==> config.mk <==
export PLATFORM = sky130hd
export DESIGN_NAME = pcileech_com_rx_packer
export DESIGN_NICKNAME = d
export VERILOG_FILES = /design/src/rtl/pcileech_com_pkg.sv /design/src/rtl/pcileech_com_rx_fifo.sv /design/src/rtl/pcileech_com_rx_packer.sv
export SDC_FILE = /design/constraint.sdc
export NUM_CORES = 1
export LEC_CHECK = 0
export CORE_ASPECT_RATIO = 2
export CORE_MARGIN = 2
export CORE_UTILIZATION = 40
export DETAILED_ROUTE_END_ITERATION = 6
export PLACE_DENSITY = 0.64
export SETUP_SLACK_MARGIN = 0.05
export SLEW_MARGIN = 20
export SYNTH_ARGS = -nofsm -noshare
export SYNTH_HDL_FRONTEND = slang
export SYNTH_SLANG_ARGS = --single-unit
export TNS_END_PERCENT = 20
==> constraint.sdc <==
create_clock -name clk -period 4.8 [get_ports clk]
set_input_delay 0.48 -clock clk [delete_from_list [all_inputs] [get_ports clk]]
set_output_delay 0.48 -clock clk [all_outputs]
set_load 0.02 [all_outputs]
==> src/rtl/pcileech_com_pkg.sv <==
// Shared constants, injection state type and counter helper for the
// PCILeech communication receive path.
package pcileech_com_pkg;

  // Default in-band resync word; the stream realigns when the shift register equals it.
  localparam logic [63:0] COM_SYNC_PATTERN_DEFAULT = 64'h66665555_66665555;

  // Default number of cycles after reset release before the first injected word.
  localparam int COM_INIT_DELAY_DEFAULT = 16;

  // Default injected words, packed with word i at bits [i*64 +: 64].
  // Words 0..3 are zero and the last word (index 4) sits in the top 64 bits.
  localparam logic [319:0] COM_INIT_DATA_DEFAULT = {64'h00000003_80182377, 256'h0};

  // Injection sequencer states.
  typedef enum logic [1:0] {
    WAIT   = 2'd0,
    INJECT = 2'd1,
    DONE   = 2'd2
  } com_inj_state_t;

  // Increment that sticks at all-ones instead of wrapping.
  function automatic logic [15:0] sat16_inc(input logic [15:0] v);
    return (v == 16'hFFFF) ? v : v + 16'd1;
  endfunction

endpackage

==> src/rtl/pcileech_com_rx_fifo.sv <==
// Small synchronous first-word-fall-through FIFO. The head entry is visible
// on dout whenever empty is low. A push is accepted when the FIFO is not full,
// or when it is full and a pop happens on the same edge.
module pcileech_com_rx_fifo #(
  parameter int WIDTH = 64,
  parameter int DEPTH = 4
) (
  input  logic             clk,
  input  logic             rst,
  input  logic             push,
  input  logic [WIDTH-1:0] din,
  input  logic             pop,
  output logic [WIDTH-1:0] dout,
  output logic             full,
  output logic             empty
);

  localparam int AW = (DEPTH > 1) ? $clog2(DEPTH) : 1;

  logic [WIDTH-1:0] mem_q [DEPTH];
  logic [AW:0]      wr_ptr_q;
  logic [AW:0]      rd_ptr_q;
  logic             do_wr;
  logic             do_rd;

  // Pointers carry one extra wrap bit so full and empty are distinguishable.
  assign empty = (wr_ptr_q == rd_ptr_q);
  assign full  = (wr_ptr_q[AW] != rd_ptr_q[AW]) &&
                 (wr_ptr_q[AW-1:0] == rd_ptr_q[AW-1:0]);
  assign do_rd = pop && !empty;
  assign do_wr = push && (!full || do_rd);
  assign dout  = mem_q[rd_ptr_q[AW-1:0]];

  // Pointer update; cleared on reset.
  always_ff @(posedge clk) begin
    if (rst) begin
      wr_ptr_q <= '0;
      rd_ptr_q <= '0;
    end else begin
      if (do_wr) wr_ptr_q <= wr_ptr_q + 1'b1;
      if (do_rd) rd_ptr_q <= rd_ptr_q + 1'b1;
    end
  end

  // Storage write. On a full push+pop the freed head slot is the tail slot.
  always_ff @(posedge clk) begin
    if (do_wr) mem_q[wr_ptr_q[AW-1:0]] <= din;
  end

endmodule

==> src/rtl/pcileech_com_rx_packer.sv <==
// Receive packer: shifts 1/2/4-byte input beats into OUT_BYTES-wide command
// words, realigns on the in-band sync word, injects a fixed sequence of
// initial words after reset, and presents everything over valid/ready.
//
// Output handshake: a word transfers on a rising clk edge where
// dout_valid & dout_ready are both high. While dout_valid is high and
// dout_ready is low, dout and dout_valid hold their values. Input beats
// have no backpressure: every din_valid beat is consumed.
module pcileech_com_rx_packer
  import pcileech_com_pkg::*;
#(
  parameter int                                        IN_BYTES     = 1,
  parameter int                                        OUT_BYTES    = 8,
  parameter logic [OUT_BYTES*8-1:0]                    SYNC_PATTERN = COM_SYNC_PATTERN_DEFAULT,
  parameter int                                        INIT_WORDS   = 5,
  parameter logic [((INIT_WORDS > 0) ? INIT_WORDS : 1)*OUT_BYTES*8-1:0] INIT_DATA = COM_INIT_DATA_DEFAULT,
  parameter int                                        INIT_DELAY   = COM_INIT_DELAY_DEFAULT,
  parameter int                                        FIFO_DEPTH   = 4
) (
  input  logic                   clk,
  input  logic                   rst,
  input  logic [8*IN_BYTES-1:0]  din,
  input  logic                   din_valid,
  output logic [8*OUT_BYTES-1:0] dout,
  output logic                   dout_valid,
  input  logic                   dout_ready,
  output logic                   init_done,
  output logic [15:0]            drop_cnt,
  output logic [15:0]            sync_cnt,
  output com_inj_state_t         dbg_state
);

  localparam int W     = OUT_BYTES * 8;
  localparam int IW    = IN_BYTES * 8;
  localparam int BEATS = OUT_BYTES / IN_BYTES;
  localparam int CW    = (BEATS > 1) ? $clog2(BEATS) : 1;
  localparam int NW    = (INIT_WORDS > 0) ? INIT_WORDS : 1;
  localparam int XW    = (NW > 1) ? $clog2(NW) : 1;

  logic [W-1:0]   sr_q;
  logic [W-1:0]   sr_next;
  logic [CW-1:0]  cnt_q;
  logic [15:0]    drop_cnt_q;
  logic [15:0]    sync_cnt_q;
  com_inj_state_t state_q;
  logic [31:0]    dly_q;
  logic [XW-1:0]  idx_q;

  logic           resync;
  logic           complete;
  logic           fifo_push;
  logic           fifo_pop;
  logic           fifo_full;
  logic           fifo_empty;
  logic           drop;
  logic [W-1:0]   fifo_dout;
  logic [W-1:0]   init_word;

  // Next shift-register value: newest beat enters the least significant lane.
  assign sr_next   = (sr_q << IW) | W'(din);
  // A sync match wins over word completion so the sync word itself is never emitted.
  assign resync    = din_valid && (sr_next == SYNC_PATTERN);
  assign complete  = din_valid && !resync && (cnt_q == CW'(BEATS - 1));
  // Stream words only leave the buffer once injection has finished.
  assign fifo_pop  = (state_q == DONE) && !fifo_empty && dout_ready;
  assign fifo_push = complete;
  assign drop      = complete && fifo_full && !fifo_pop;
  assign init_word = INIT_DATA[int'(idx_q) * W +: W];

  // Beat counting, shift register and saturating event counters.
  always_ff @(posedge clk) begin
    if (rst) begin
      sr_q       <= '0;
      cnt_q      <= '0;
      drop_cnt_q <= '0;
      sync_cnt_q <= '0;
    end else begin
      if (din_valid) begin
        sr_q <= sr_next;
        if (resync || complete) cnt_q <= '0;
        else                    cnt_q <= cnt_q + 1'b1;
      end
      if (resync) sync_cnt_q <= sat16_inc(sync_cnt_q);
      if (drop)   drop_cnt_q <= sat16_inc(drop_cnt_q);
    end
  end

  // Injection sequencer: wait INIT_DELAY cycles, hand out INIT_WORDS words, then stay done.
  always_ff @(posedge clk) begin
    if (rst) begin
      state_q <= WAIT;
      dly_q   <= '0;
      idx_q   <= '0;
    end else begin
      case (state_q)
        WAIT: begin
          if (INIT_WORDS == 0) begin
            state_q <= DONE;
          end else if (dly_q + 32'd1 >= 32'(INIT_DELAY)) begin
            state_q <= INJECT;
          end else begin
            dly_q <= dly_q + 32'd1;
          end
        end
        INJECT: begin
          if (dout_ready) begin
            if (idx_q == XW'(INIT_WORDS - 1)) state_q <= DONE;
            else                              idx_q   <= idx_q + 1'b1;
          end
        end
        DONE:    state_q <= DONE;
        default: state_q <= WAIT;
      endcase
    end
  end

  // Output ownership: injected words during INJECT, buffered stream words once DONE.
  always_comb begin
    dout       = '0;
    dout_valid = 1'b0;
    if (state_q == INJECT) begin
      dout       = init_word;
      dout_valid = 1'b1;
    end else if (state_q == DONE && !fifo_empty) begin
      dout       = fifo_dout;
      dout_valid = 1'b1;
    end
  end

  assign init_done = (state_q == DONE);
  assign drop_cnt  = drop_cnt_q;
  assign sync_cnt  = sync_cnt_q;
  assign dbg_state = state_q;

  pcileech_com_rx_fifo #(
    .WIDTH (W),
    .DEPTH (FIFO_DEPTH)
  ) u_fifo (
    .clk   (clk),
    .rst   (rst),
    .push  (fifo_push),
    .din   (sr_next),
    .pop   (fifo_pop),
    .dout  (fifo_dout),
    .full  (fifo_full),
    .empty (fifo_empty)
  );

endmodule

run_1/detail.png
Window x 98 to 118, y 203 to 223 um. Cells in gray, sequential cells in the stronger gray; small squares are vias.
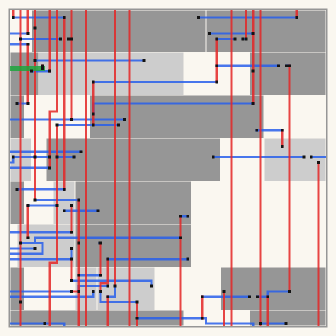
metal 3 -> green
metal 2 -> red
metal 1 -> blue
netlist names of flops here include = u_fifo.mem_q (5), sr_q (2)
most frequent = edfxtp_1 (5)
sequential cells in the window = 7
cells with their middle in the window = 13

run_1/placement.png
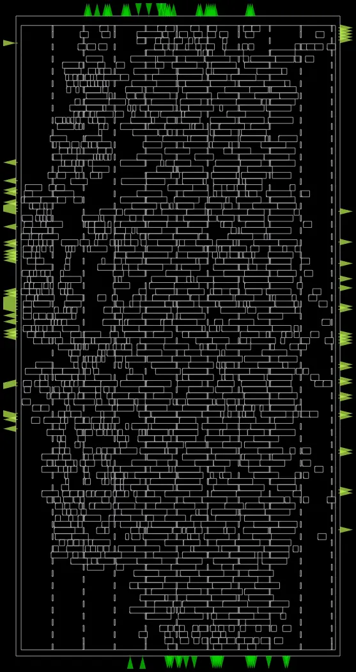
post-layout util: 47.7%
final cell count without fillers: 1731
Seq/total area: 56.2%

run_1/sizes.png
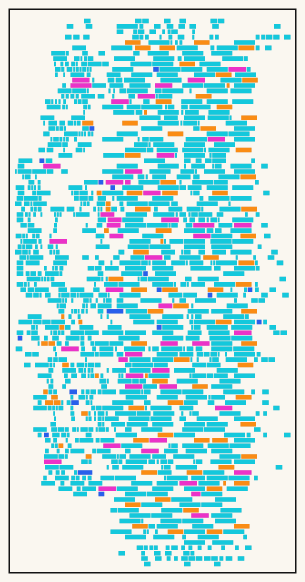
_6 and larger -> magenta  # cells 46
_2 cells -> orange  # cells 89
_0 and _1 cells -> cyan  # cells 1058
_3 and _4 cells -> blue  # cells 18
worst path setup slack after routing: 1.14 ns
Signal buffers: 123

run_1/io_placement.png
Bar = 50 um. Pins as bars across the die edge, other pins in gray.
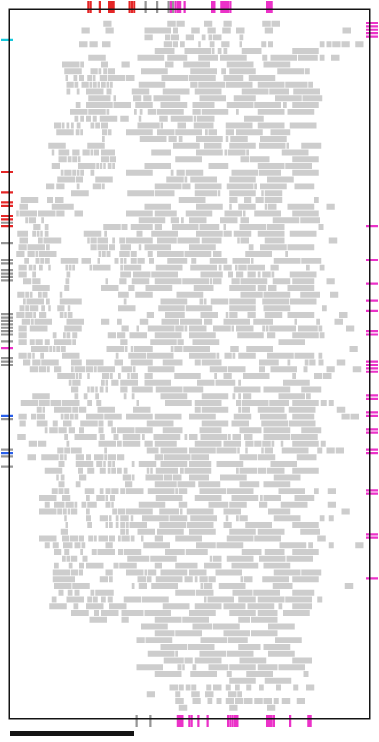
dbg_state -> blue  # pins 2, direction output, edge left
sync_cnt -> red  # pins 16, direction output, edge 9 top, 7 left
dout -> magenta  # pins 64, direction output, edge 29 right, 19 bottom, 15 top, 1 left
clk -> cyan  # pins 1, direction input, edge left
height of the die: 284 um
Port Buffer Count: 111

==> writeup.txt, run 1 <==
Counting buffers and inverters, the worst setup path is 8 cells deep. The topmost layer with routed signal wires was met4. The logs give 0 for the number of antenna violations at the first check in global routing and 18500 um2 for the final cell area excluding filler cells.

The aggregate negative setup slack is 0 ns. The startpoint identified for the worst hold timing path is din_valid. The share of synthesized area in the top cell type comes to 48.9%. The script computed the net switching share of total power as 19.9%.

Synthesis handed over a netlist of 1077 instances. With the global routing met3 resource utilization at 2.34%, the post-route clock skew is 0.0182 ns. Checking max transition, the worst relative margin is 25.2%. Using the TritonRoute via totals, the vias-per-cell ratio works out to 5.18. The run finished with clean final reports.

The logs give 9319 for the via count of the first global-routing pass and 2 for the maximum level of the CTS H-tree. Post-synthesis, Yosys gives the total cell area as 15700 um2. Across all layers, the routed design uses 8968 vias. Cell total in the yosys stat output: 1077. Summing all multi-input logic gate instances after layout gives 4960 um2. The end-of-flow timing check tallies setup violations at 0. The post-CTS hold buffer count recorded in the log is 0. The floorplan report gives the top-level pin count as 112.

The tool flagged a number of max-cap violations equal to 0. met2 is the most crowded layer. The number of nets in the synthesized netlist is 1104.

The tools report the launch point of the worst path as u_fifo.wr_ptr_q[0]. The post-cts sizing count was 0. Per the CTS log, the root buffer master is sky130_fd_sc_hd__clkbuf_16.

With the register bit total from synthesis at 392, the depth of the worst hold-timing path is 5. The detailed router finished its first iteration with 513 violations. The repair_antennas step left the layout with diodes totalling 0. The sum of overflow across all layers after global routing is 0, and the count of cell types in the netlist is 64. Number of clock sinks: 392. The cell area that synthesis handed to floorplanning was 15700 um2. Endpoint of the worst register-to-register path: u_fifo.wr_ptr_q[2]. The standard cell with the maximum stage delay on the critical path was sky130_fd_sc_hd__clkdlybuf4s50_1.

The flow measured a signed area growth from synthesis to layout of 17.8%. TritonRoute reported its final design rule violation total as 0. sky130_fd_sc_hd__edfxtp_1 is the most common cell in the netlist. The run gives 0.770 for the last weighted congestion value of the routability-driven placer. On the worst path, the slowest cell contributes a delay of 0.64 ns.
[run 1: final cells by class]
type	count	share of cell area [%]
Clock buffer	43	5.11
Clock inverter	18	0.831
Inverter	37	0.750
Multi-Input combinational cell	598	26.8
Sequential cell	392	56.2
Tap cell	520	3.51
Timing Repair Buffer	123	6.80
[run 1: power by group through the flow]
stage / sequential, W / combinational, W / clock (W)
4_1_cts: 0.00360 / 0.0000878 / 0.00278
5_1_grt: 0.00360 / 0.0000951 / 0.00291
2_1_floorplan: 0.00366 / 0.0000609 / 0
6_report: 0.00360 / 0.0000870 / 0.00272
3_3_place_gp: 0.00367 / 0.0000855 / 0
3_5_place_dp: 0.00367 / 0.0000874 / 0
[run 1: registers in the layout, summed over array words and instances (netlist names), named ones only]
register and cells:
u_fifo.wr_ptr_q 3, idx_q 3, sync_cnt 16, sr_q 56, dbg_state 2, cnt_q 3, u_fifo.rd_ptr_q 3, drop_cnt 16
u_fifo.mem_q 256, dly_q 32
[run 1: cells by family after synthesis]
| group | Yosys count | synth area share (%) |
|---|---|---|
| buffers and inverters | 87 | 2.31 |
| AND/OR/NAND/NOR | 346 | 11.9 |
| flip-flops | 392 | 66.2 |
| multiplexers | 129 | 13.3 |
| XOR/XNOR | 35 | 1.95 |
| AND-OR/OR-AND | 73 | 3.08 |
| adder cells (fa/ha/maj) | 15 | 1.19 |
[run 1: through the flow]
stage	util [%]	setup WS (ns)	cells	hold WS (ns)
after global routing	47.7	0.882	1731	0.524
after detailed placement	44.9	1.12	1670	0.498
after global placement	44.9	1.21	1670	0.480
after CTS	47.7	1.04	1731	0.476
final	47.7	1.14	1731	0.505
after floorplan	-	1.28	1077	0.468
run_1/cell_density.png
The die is cut into 14 by 28 equal tiles; white is low, dark blue is high, 0 to 100% covered.
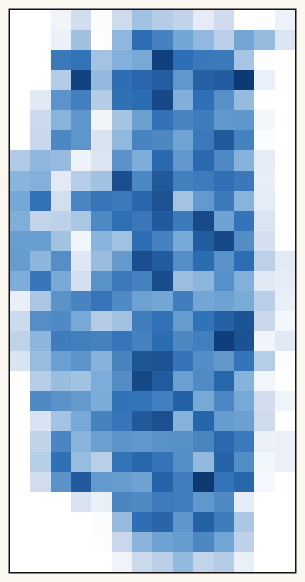

## Run 2: what changed since run 1
--- a/config.mk
+++ b/config.mk
@@ -9,7 +9,7 @@
 export CORE_MARGIN = 2
 export CORE_UTILIZATION = 40
 export DETAILED_ROUTE_END_ITERATION = 6
-export PLACE_DENSITY = 0.64
+export PLACE_DENSITY = 0.66
 export SETUP_SLACK_MARGIN = 0.05
 export SLEW_MARGIN = 20
 export SYNTH_ARGS = -nofsm -noshare
==> constraint.sdc (replaced) <==
create_clock -name clk -period 2.9 [get_ports clk]
set_input_delay 0.29 -clock clk [delete_from_list [all_inputs] [get_ports clk]]
set_output_delay 0.29 -clock clk [all_outputs]
set_load 0.02 [all_outputs]
run_2/cell_density.png
The die is cut into 14 by 28 equal tiles; white is low, dark blue is high, 0 to 100% covered.
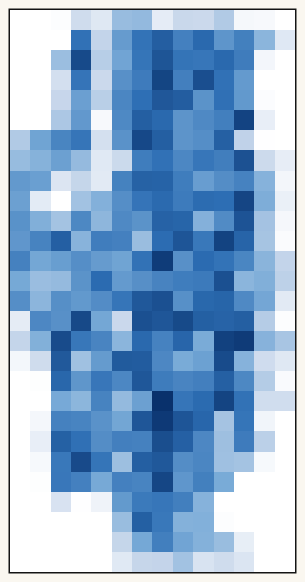
fullest tile = 100%
mean over tiles = 46%
densest ninth of the die = middle
tiles over 75% full = 18%
nearly empty tiles = 18%
post-layout util: 50.1%
area of the core: 38800 um2
core utilization at floorplan: 40.5%

run_2/sizes.png
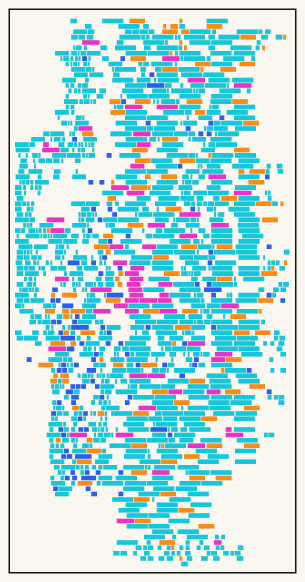
_2 cells -> orange  # cells 125
_0 and _1 cells -> cyan  # cells 1010
_3 and _4 cells -> blue  # cells 112
_6 and larger -> magenta  # cells 60
worst path setup slack after routing: 0.00743 ns
Signal buffers: 221
Layout area overhead: 23.8%
final instance area: 19500 um2

==> run 2 against run 1 <==
Against the previous run:
- flip-flop count unchanged
- total power increased by 61%
- sequential power increased by 65%
- utilization increased by 2.4 points
- sequential share of layout area decreased by 2.6 points
- non-clock buffer count increased by 98
- global-route usage increased by 0.64 points
- register-to-register slack got worse by 1.3 ns
- final cell count increased by 5.5%
- final area increased by 5.0%
- largest cell class unchanged
- largest power group unchanged
==> writeup.txt, run 2 <==
With the top-area cell type share of the netlist area at 48.9% (unchanged), the aggregate negative setup slack is 0 ns (unchanged). The run finished with clean final reports. The via total after detailed routing came out at 9467 (+5.6%). The cell at the root of the clock tree is sky130_fd_sc_hd__clkbuf_16. The standard cell with the maximum stage delay on the critical path is sky130_fd_sc_hd__or4_4. The number of buffers created by CTS was 31.

The flip-flop count of the largest register after layout is 256 (unchanged). The tools report the met2 layer usage reported by global route as 34.0%. The via count of the first global-routing pass was 9695 (+4.0%); the tally of max-capacitance violations was 0 (unchanged). The number of antenna violations at the first check in global routing was 0 (unchanged). STA lists the endpoint of the worst register-to-register path as dly_q[0]. From left edge to right edge, the die measures 144 um. The tools report the worst slew slack as a fraction of its limit as 59.3% (+34 points). With the biggest cell delay along the critical path at 0.59 ns (-0.05 ns), the routed via count divided by cell count is 5.18 (about the same). The flow reported a cell area power density of 530 nW/um2. The run gives 0.124 ns (-0.382 ns) for the final-layout worst hold slack. For the sum of overflow across all layers after global routing, the log shows 0 (unchanged). With the post-route clock skew at 0.0120 ns (-0.00621 ns), the count of cell types in the netlist is 64 (unchanged).

The maximum level of the CTS H-tree is 1 (-1), and the antenna diode count is 0 (unchanged). The count of input and output buffers is 111 (unchanged). The run gives 15700 um2 (unchanged) for the chip area estimate from yosys synthesis. With the average instance area after synthesis at 14.6 um2, the count of warnings emitted by yosys is 0. For reference, the most critical setup path is categorized as flop to flop. In the final design database the tool counted 1310 nets.

The tools report the detailed-route DRC error count as 0 (unchanged). The tools report the last weighted congestion value of the routability-driven placer as 0.870 (+13%). Most common cell in the synthesized netlist: sky130_fd_sc_hd__edfxtp_1.

The run gives 112 (unchanged) for the number of top-level design ports. After detailed routing, no signal wire sits above met4. The most critical min-delay path falls under input pin to flop. The worst setup path is launched from a flop. Global route summary, busiest routing layer listed as met2. The source of the worst hold timing path was rst.

The global routing met3 resource utilization came out at 2.31% (-0.034 points). The cell count after placement was 1762 (+5.5%); the post-synthesis net count was 1104 (unchanged). The number of clock sinks was 392 (unchanged).

The number of standard cells in the final layout excluding fillers was 1827 (+5.5%); the die boundary height was 284 um (unchanged). The first-iteration detailed-routing DRC count came out at 548 (+6.8%). With the worst slack at placement at -0.269 ns (-1.39 ns), the setup-violating endpoint count in the final report is 0 (unchanged).
run_2/placement.png
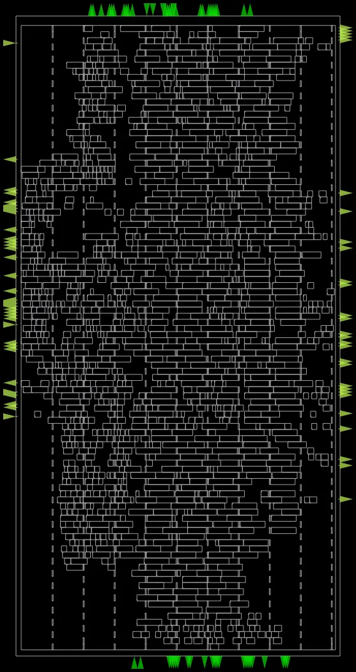
well-tap cell count: 520
Seq/total area: 53.6%
number of placement rows: 102
count of filler cells inserted in the layout: 3357
Flop Count: 392

==> run 2: netlist changes by cell type in the layout (fill, tap and decap cells not counted), sizes merged <==
cell           change
clkdlybuf4s15     +11
dlymetal6s2s       +1
clkdlybuf4s50     -64
dlygate4sd2       +39
or2                +2
clkbuf             +5
clkinvlp           +2
buf              +100
inv                +1
clkinv             -2
bufinv             +1
==> run 2: how the worst max path moves through the flow <==
stage / from / endpoint / slack [ns] / depth (start not counted)
floorplan: dbg_state[1] / u_fifo.mem_q[1][0] / -0.59 / 5
CTS: u_fifo.wr_ptr_q[1] / dout[11] / -0.21 / 7
finish: dly_q[16] / dly_q[0] / 0.007 / 7
detailed placement: din[4] / sync_cnt[7] / -0.27 / 11
global route: dly_q[16] / dly_q[2] / -0.06 / 7
global placement: din[4] / sync_cnt[9] / -0.28 / 11
==> run 2: cell families after synthesis <==
kind of cell	count (synthesis)	synth area share, %
xor+xnor	35	1.95
mux	129	13.3
simple gates	346	11.9
flops	392	66.2
compound gates	73	3.08
buf+inv	87	2.31
fa+ha+maj	15	1.19
==> run 2: layout make-up <==
class,instances,area [um2]
well taps,520,651
multi-input cells,600,5130
flip-flops and latches,392,10400
clock inverters,20,189
inverters,37,139
fillers,3357,19300
clock buffers,37,808
repair buffers,221,2100
==> run 2: power breakdown <==
group | internal (W) | total [W] | switching (W)
sequential | 0.00591 | 0.00594 | 0.0000292
combinational | 0.0000870 | 0.000193 | 0.000106
clock | 0.00227 | 0.00417 | 0.00190
==> run 2: timing repair <==
item / in CTS / in global routing
gates resized: 95 / 64
endpoints found under the setup margin: 106 / 94
pin swaps: 3 / 10
gates cloned: 0 / 2
setup buffers: 3 / 3
hold endpoints to repair: 0 / 0
run_2/io_placement.png
Bar = 50 um. Pins as bars across the die edge, other pins in gray.
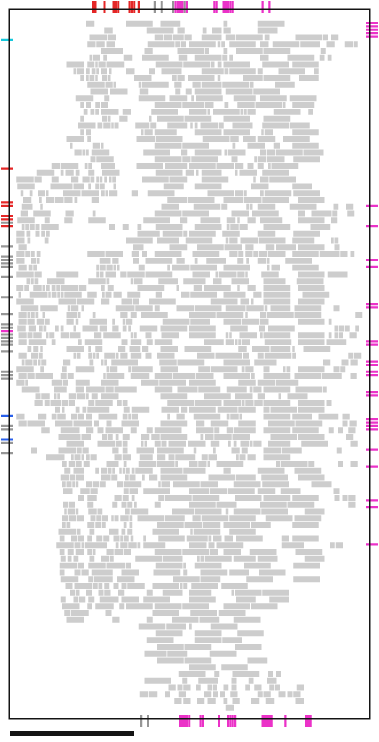

## Run 3: what changed since run 2
--- a/config.mk
+++ b/config.mk
@@ -5,14 +5,18 @@
 export SDC_FILE = /design/constraint.sdc
 export NUM_CORES = 1
 export LEC_CHECK = 0
+export CELL_PAD_IN_SITES_DETAIL_PLACEMENT = 1
+export CELL_PAD_IN_SITES_GLOBAL_PLACEMENT = 1
 export CORE_ASPECT_RATIO = 2
 export CORE_MARGIN = 2
 export CORE_UTILIZATION = 40
 export DETAILED_ROUTE_END_ITERATION = 6
-export PLACE_DENSITY = 0.66
+export PLACE_DENSITY = 0.75
 export SETUP_SLACK_MARGIN = 0.05
+export SKIP_LAST_GASP = 1
 export SLEW_MARGIN = 20
 export SYNTH_ARGS = -nofsm -noshare
 export SYNTH_HDL_FRONTEND = slang
+export SYNTH_HIERARCHICAL = 1
 export SYNTH_SLANG_ARGS = --single-unit
 export TNS_END_PERCENT = 20
run_3/io_placement.png
Bar = 50 um. Pins as bars across the die edge, other pins in gray.
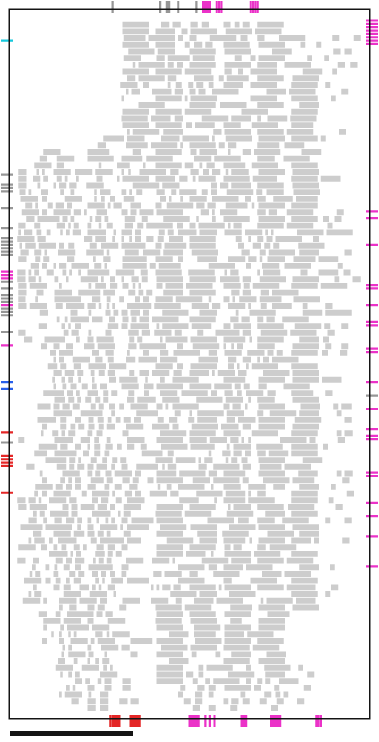
dbg_state -> blue  # pins 2, direction output, edge left
sync_cnt -> red  # pins 16, direction output, edge 10 bottom, 6 left
clk -> cyan  # pins 1, direction input, edge left
dout -> magenta  # pins 64, direction output, edge 29 right, 19 bottom, 11 top, 5 left
all pins by edge = 36 left, 30 right, 29 bottom, 17 top
height of the die: 287 um
overall die width: 146 um

run_3/cell_density.png
The die is cut into 15 by 29 equal tiles; white is low, dark blue is high, 0 to 100% covered.
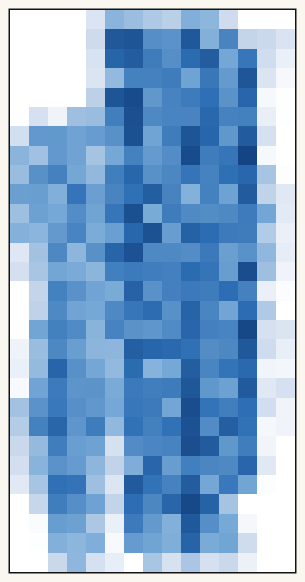
mean over tiles = 47%
fullest tile = 92%
tiles over 75% full = 15%
emptiest ninth of the die = top left
nearly empty tiles = 12%
area of the core: 39600 um2
post-layout util: 51.9%
core utilization at floorplan: 40.6%

==> run 3 against run 2 <==
Against the previous run:
- the run now ends with negative setup slack left
- flip-flop count unchanged
- critical path type unchanged
- utilization is 1.7 points higher
- highest routed layer is now met5
- final cell count increased by 2.7%
==> writeup.txt, run 3 <==
Clock buffer count in the final layout: 42 (+14%). Number of buffers created by CTS: 36 (+16%). The tools report the area used by multi-input combinational logic as 5590 um2 (+9.0%). The group that draws the most power in this run is registers. Average instance area after synthesis: 14.7 um2 (+0.74%).

The flow ran to the end, but the final reports show violations. The run gives 0.0190 ns (+0.00698 ns) as the post-route clock skew. The final reports fail on negative setup slack. The run gives 27.7% for the area growth from synthesis to final layout. Antenna diode count: 0 (unchanged). Global route summary, busiest routing layer listed as met2.

The power of the combinational group is 0.000414 W (+110%). For the power attributed to sequential cells, the log shows 0.00598 W (+0.7%). STA classifies the critical path startpoint as a flop. The switching power share of the total was 20.3% (+0.51 points).

The run gives 39.5% (+5.6 points) as the met2 layer usage reported by global route. The clock tree cell share of total cell area is 6.79% (+1.7 points), and the cell count after placement is 1799 (+2.1%). The count of input and output buffers was 111 (unchanged). With the count of sequential standard cells at 392 (unchanged), the post-route worst setup slack is -0.0111 ns (-0.0185 ns).

Note that the worst hold path type here is input pin to flop. The count of cell types in the netlist was 69 (+7.8%). By startpoint and endpoint, the worst setup path is classified as flop to flop.

The setup-violating endpoint count in the final report was 6 (+6); the number of top-level design ports was 112 (unchanged). For the number of antenna violations at the first check in global routing, the log shows 1 (+1). The tools report the cell at the root of the clock tree as sky130_fd_sc_hd__clkbuf_16. The run gives 1121 (+1.5%) as the post-synthesis net count.

The logs give 0 (unchanged) for the sum of overflow across all layers after global routing and 10400 um2 (+0.13%) for the total area of sequential cells. The tools report the launch point of the worst path as dly_q[1]. The run gives 3.12% (+0.81 points) as the global routing met3 resource utilization. The final cell area excluding filler cells was 20500 um2 (+5.5%).

With the flip-flop count of the largest register after layout at 256 (unchanged), the worst slew slack as a fraction of its limit is 30.2% (-29 points). The maximum level of the CTS H-tree is 2 (+1), and the power share of the sequential group is 50.3% (-7.4 points). The tools report the worst slack at placement as -0.443 ns (-0.174 ns).
run_3/placement.png
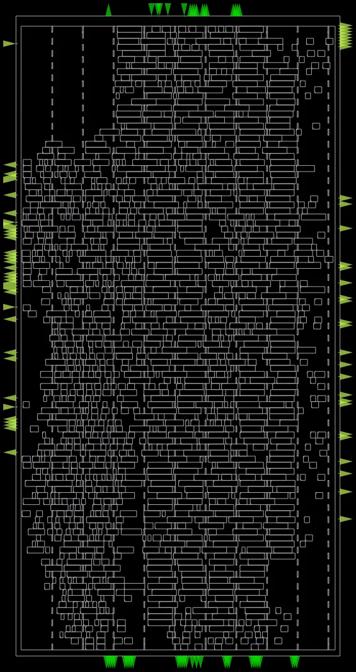
Seq/total area: 50.9%
final cell count without fillers: 1876
count of filler cells inserted in the layout: 3859
number of placement rows: 103
well-tap cell count: 525

-- run 3: cell types whose count changed in the layout (fill, tap and decap cells not counted), sizes merged, moves of 16 or more --
| cell | previous run | this run |
|---|---|---|
| inv | 39 | 23 |
| and3 | 3 | 65 |
| nor2b | 50 | 7 |
| o21ai | 26 | 10 |
| buf | 114 | 142 |
| dlygate4sd2 | 39 | 61 |
-- run 3: timing repair --
| item | 4_1_cts | 5_1_grt |
|---|---|---|
| pin swaps | 0 | 13 |
| cloned | 2 | 0 |
| setup endpoints to repair | 358 | 286 |
| gates resized | 80 | 37 |
| buffers inserted | 3 | 6 |
-- run 3: worst max-delay path, cell delays in order (launching register included) --
cell	delay (ns)
sky130_fd_sc_hd__dfxtp_4	0.39
sky130_fd_sc_hd__ha_4	0.15
sky130_fd_sc_hd__nand4_1	0.25
sky130_fd_sc_hd__buf_4	0.26
sky130_fd_sc_hd__nor4_4	0.14
sky130_fd_sc_hd__o2111ai_1	0.11
sky130_fd_sc_hd__a21boi_2	0.18
sky130_fd_sc_hd__or4_4	0.55
sky130_fd_sc_hd__buf_8	0.16
sky130_fd_sc_hd__o31a_1	0.27
sky130_fd_sc_hd__buf_12	0.16
sky130_fd_sc_hd__and2_1	0.16
-- run 3: cells by family after synthesis --
family / synth area share (%)
compound gates: 3.51
xor+xnor: 2.05
fa+ha+maj: 1.25
buf+inv: 2.16
flops: 64.8
mux: 13.5
simple gates: 12.8
-- run 3: path summary, 6_finish.rpt --
check	end	slack (ns)	cells past startpoint
hold / removal	drop_cnt[3]	0.16	2
setup reg to reg	dly_q[5]	-0.01	11
hold reg to reg	dly_q[26]	0.51	1
setup / recovery	dly_q[5]	-0.01	11
Power figures rest on the tool's default switching activity, not on a simulated workload.
